### config.mk
export PLATFORM = sky130hd
export DESIGN_NAME = reg_dump_tx
export DESIGN_NICKNAME = d
export VERILOG_FILES = /design/src/rtl/reg_dump_pkg.sv /design/src/rtl/baud_tick.sv /design/src/rtl/reg_dump_tx.sv
export SDC_FILE = /design/constraint.sdc
export NUM_CORES = 1
export LEC_CHECK = 0
export CAP_MARGIN = 40
export CELL_PAD_IN_SITES_DETAIL_PLACEMENT = 2
export CELL_PAD_IN_SITES_GLOBAL_PLACEMENT = 2
export CORE_MARGIN = 4
export CORE_UTILIZATION = 31
export CTS_BUF_LIST = sky130_fd_sc_hd__clkbuf_16
export CTS_CLUSTER_SIZE = 14
export DETAILED_ROUTE_END_ITERATION = 10
export GPL_TIMING_DRIVEN = 0
export PLACE_DENSITY_LB_ADDON = 0.1
export SLEW_MARGIN = 20
export SYNTH_ARGS = -nofsm -noshare
export SYNTH_HDL_FRONTEND = slang
export SYNTH_HIERARCHICAL = 1
export SYNTH_SLANG_ARGS = --single-unit
### constraint.sdc
create_clock -name CLK -period 1.8 [get_ports CLK]
set_clock_uncertainty 0.15 [all_clocks]
set_input_delay 0.36 -clock CLK [delete_from_list [all_inputs] [get_ports CLK]]
set_output_delay 0.36 -clock CLK [all_outputs]
set_load 0.1 [all_outputs]
### src/rtl/reg_dump_pkg.sv
`default_nettype none
// ============================================================================
// Module      : reg_dump_pkg
// Description : Shared types and constants for the register dump transmitter.
//               Holds the FSM state encoding and the UART frame geometry.
// Revision    : 1.0 - initial release
// ============================================================================
package reg_dump_pkg;

  // Dump sequencer states. Explicit 3-bit encoding.
  typedef enum logic [2:0] {
    IDLE      = 3'd0,
    ADDR      = 3'd1,
    LOAD      = 3'd2,
    START_BIT = 3'd3,
    DATA      = 3'd4,
    STOP_BIT  = 3'd5
  } state_e;

  // One frame: start bit + 8 data bits + stop bit.
  localparam int   FRAME_BITS = 10;
  localparam int   DATA_BITS  = 8;
  // Level of the serial line between frames and during the stop bit.
  localparam logic TXD_IDLE   = 1'b1;

endpackage : reg_dump_pkg
`default_nettype wire

### src/rtl/baud_tick.sv
`default_nettype none
// ============================================================================
// Module      : baud_tick
// Description : Bit-period timer for the dump transmitter. Counts
//               0..BAUD_DIV-1 and flags the last cycle of each bit period.
// Revision    : 1.0 - initial release
//
// Ports
//   clk_i   : system clock, rising edge
//   rst_ni  : asynchronous active-low reset, clears the count
//   clear_i : synchronous clear, restarts the bit period at count 0
//   tick_o  : high while the count equals BAUD_DIV-1 (bit boundary)
// ============================================================================
module baud_tick #(
  parameter int BAUD_DIV = 16
) (
  input  logic clk_i,
  input  logic rst_ni,
  input  logic clear_i,
  output logic tick_o
);

  localparam int            CW   = (BAUD_DIV > 1) ? $clog2(BAUD_DIV) : 1;
  localparam logic [CW-1:0] LAST = CW'(BAUD_DIV - 1);

  logic [CW-1:0] cnt_q;

  // The counter wraps on its own at the bit boundary, so consecutive bits
  // need no help from the sequencer; only the start of a frame clears it.
  always_ff @(posedge clk_i or negedge rst_ni) begin
    if (!rst_ni) begin
      cnt_q <= '0;
    end else if (clear_i || (cnt_q == LAST)) begin
      cnt_q <= '0;
    end else begin
      cnt_q <= cnt_q + 1'b1;
    end
  end

  assign tick_o = (cnt_q == LAST);

endmodule : baud_tick
`default_nettype wire

### src/rtl/reg_dump_tx.sv
`default_nettype none
// ============================================================================
// Module      : reg_dump_tx
// Description : Debug readback unit for the MiniCPU register bank. On START it
//               reads registers 0..NREG-1 in turn and sends each byte as a
//               UART frame (start bit, 8 data bits LSB first, stop bit).
// Revision    : 1.0 - initial release
//
// Ports
//   CLK    : system clock, all state changes on the rising edge
//   CLR_N  : asynchronous active-low reset, aborts any dump in progress
//   START  : begin a dump, only looked at while idle
//   RDATA  : register bank read data, combinational from RADDR
//   RADDR  : register bank read address (registered)
//   TXD    : serial output, idles high
//   BUSY   : high while a dump is in progress
//   DONE   : one-cycle pulse after the final stop bit
// ============================================================================
module reg_dump_tx
  import reg_dump_pkg::*;
#(
  parameter int NREG     = 8,
  parameter int AW       = 3,
  parameter int BAUD_DIV = 16
) (
  input  logic          CLK,
  input  logic          CLR_N,
  input  logic          START,
  input  logic [7:0]    RDATA,
  output logic [AW-1:0] RADDR,
  output logic          TXD,
  output logic          BUSY,
  output logic          DONE
);

  localparam logic [AW-1:0] LAST_ADDR = AW'(NREG - 1);
  localparam logic [2:0]    LAST_BIT  = 3'(DATA_BITS - 1);

  state_e        state_q;
  logic [AW-1:0] raddr_q;
  logic          txd_q;
  logic          busy_q;
  logic          done_q;
  logic [7:0]    shift_q;
  logic [2:0]    bitcnt_q;

  logic          baud_clr;
  logic          tick;

  // Restart the bit timer as the frame is loaded, so the start bit gets a
  // full BAUD_DIV cycles measured from the edge that drives TXD low.
  assign baud_clr = (state_q == LOAD);

  baud_tick #(
    .BAUD_DIV (BAUD_DIV)
  ) u_baud_tick (
    .clk_i   (CLK),
    .rst_ni  (CLR_N),
    .clear_i (baud_clr),
    .tick_o  (tick)
  );

  always_ff @(posedge CLK or negedge CLR_N) begin
    if (!CLR_N) begin
      state_q  <= IDLE;
      raddr_q  <= '0;
      txd_q    <= TXD_IDLE;
      busy_q   <= 1'b0;
      done_q   <= 1'b0;
      shift_q  <= '0;
      bitcnt_q <= '0;
    end else begin
      done_q <= 1'b0;
      case (state_q)
        IDLE: begin
          txd_q <= TXD_IDLE;
          if (START) begin
            state_q <= ADDR;
            raddr_q <= '0;
            busy_q  <= 1'b1;
          end
        end

        // Spend one cycle with the new address on the bank so RDATA is
        // stable before it is captured.
        ADDR: begin
          state_q <= LOAD;
        end

        // Snapshot the register; later writes cannot disturb this frame.
        LOAD: begin
          shift_q <= RDATA;
          txd_q   <= 1'b0;
          state_q <= START_BIT;
        end

        START_BIT: begin
          if (tick) begin
            txd_q    <= shift_q[0];
            bitcnt_q <= '0;
            state_q  <= DATA;
          end
        end

        // TXD always carries shift_q[0]; the next bit to present is
        // therefore shift_q[1] just before the right shift.
        DATA: begin
          if (tick) begin
            if (bitcnt_q == LAST_BIT) begin
              txd_q   <= TXD_IDLE;
              state_q <= STOP_BIT;
            end else begin
              txd_q    <= shift_q[1];
              shift_q  <= {1'b0, shift_q[7:1]};
              bitcnt_q <= bitcnt_q + 1'b1;
            end
          end
        end

        STOP_BIT: begin
          if (tick) begin
            if (raddr_q == LAST_ADDR) begin
              state_q <= IDLE;
              busy_q  <= 1'b0;
              done_q  <= 1'b1;
              raddr_q <= '0;
            end else begin
              raddr_q <= raddr_q + 1'b1;
              state_q <= ADDR;
            end
          end
        end

        default: begin
          state_q <= IDLE;
          txd_q   <= TXD_IDLE;
          busy_q  <= 1'b0;
          raddr_q <= '0;
        end
      endcase
    end
  end

  assign RADDR = raddr_q;
  assign TXD   = txd_q;
  assign BUSY  = busy_q;
  assign DONE  = done_q;

endmodule : reg_dump_tx
`default_nettype wire
Fig. 1: cell placement
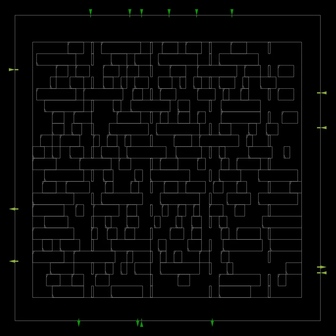
Tapcell Cnt: 48
Seq cells: 24
fillcell total: 367
Site Rows: 22
core footprint: 0.00377 mm^2

==> flow_summary.json <==
{
  "simple_gate_share_pct": 16.5,
  "numCtsBuffers": 3,
  "pwr_density_cell_mw_per_mm2": 1240,
  "finalCritPeriodShare_pct": 97.6,
  "dieArea_mm2": 0.00512,
  "ff2ff_setup_slack_ns": 0.04,
  "buffers": 40,
  "internal_power_w": 0.00147,
  "synth_warnings": 6,
  "grt_first_pass_wirelength_um": 5570,
  "pwr-share-clk_pct": 21.4,
  "sh_seq_area_pct": 32.4,
  "fin_util_pct": 49.6,
  "worst_setup_path_startpoint": "state_q[2]",
  "leakagePower_nw": 0.883,
  "crit_end": "bitcnt_q[2]",
  "tool_warnings": 29,
  "crit_buf_inv": 0,
  "portBuffers": 16,
  "antenna_found_initial": 0,
  "rr_startpoint": "state_q[2]",
  "nonClkBufAreaFrac_pct": 22.6,
  "ff_type": "dfrtp_1",
  "fp_util_pct": 33.2,
  "gr-total-overflow": 0,
  "syn_area_mm2": 0.00125,
  "ys_sh_mux_pct": 11.9,
  "status": "complete, no violations",
  "nets": 173,
  "cts_resized": 19,
  "via_count": 1046,
  "critPathLaunchType": "flip-flop",
  "ant_nets": 0,
  "placed_area_mm2": 0.00157
}
Fig. 2: cell density map
7 x 7 tiles, from white (low) to dark blue (high), 0 to 100% covered.
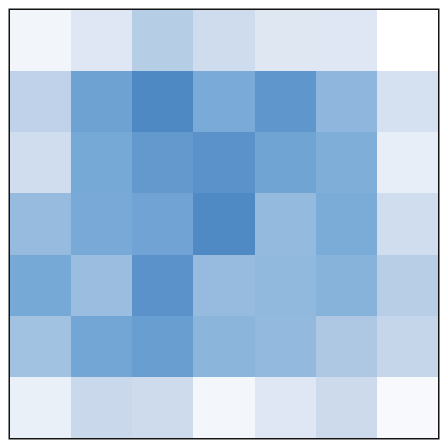
The mean over all tiles is 35%. The densest ninth of the die: middle. 2.0% of the tiles are nearly empty. The fullest tile reaches 64%.

[layout by cell type, fill, tap and decap left out, drive strengths merged, types with 2 or more instances in the layout]
master / netlist / routed
dfrtp: 23 / 23
mux2i: 7 / 7
clkbuf: 0 / 3
nand2: 5 / 5
nor3b: 2 / 2
dlygate4sd2: 0 / 3
ha: 5 / 5
inv: 3 / 4
nor2b: 3 / 3
a21oi: 12 / 12
clkdlybuf4s50: 0 / 9
nor2: 15 / 15
and3: 5 / 5
nand2b: 2 / 2
o22ai: 2 / 2
o21ai: 4 / 4
buf: 6 / 27
nor3: 3 / 3
mux2: 6 / 6
[cells by family after synthesis]
logic type | count (synthesis)
AND/OR/NAND/NOR | 39
AND-OR/OR-AND | 27
flip-flops | 24
multiplexers | 13
buffers and inverters | 9
adder cells (fa/ha/maj) | 5
XOR/XNOR | 1
[cell usage after synthesis (2+ instances only)]
cell | instances | area (um^2)
and3_1 | 4 | 25.0
inv_1 | 3 | 11.3
nand2_1 | 4 | 15.0
mux2i_1 | 7 | 70.1
nor3_1 | 3 | 15.0
buf_2 | 5 | 25.0
nor2b_1 | 3 | 18.8
o21ai_0 | 4 | 20.0
nand2b_1 | 2 | 12.5
a21oi_1 | 11 | 55.1
mux2_2 | 3 | 33.8
dfrtp_1 | 23 | 576
nor3b_1 | 2 | 15.0
nor2_1 | 15 | 56.3
mux2_4 | 3 | 45.0
ha_1 | 5 | 62.6
[layer usage]
layer,global-route usage (%),share of wire (%)
met1,17.4,43
met2,24.8,54
met3,2.24,2.5
met4,2.51,0.59
met5,0,0
[sequential cells by signal, summed over array words and instances (netlist names)]
| name | flops |
|---|---|
| state_q | 3 |
| TXD | 1 |
| RADDR | 3 |
| BUSY | 1 |
| u_baud_tick/cnt_q | 4 |
| DONE | 1 |
| shift_q | 8 |
| bitcnt_q | 3 |
No activity file was given, so power comes from the tool's default toggle rates.
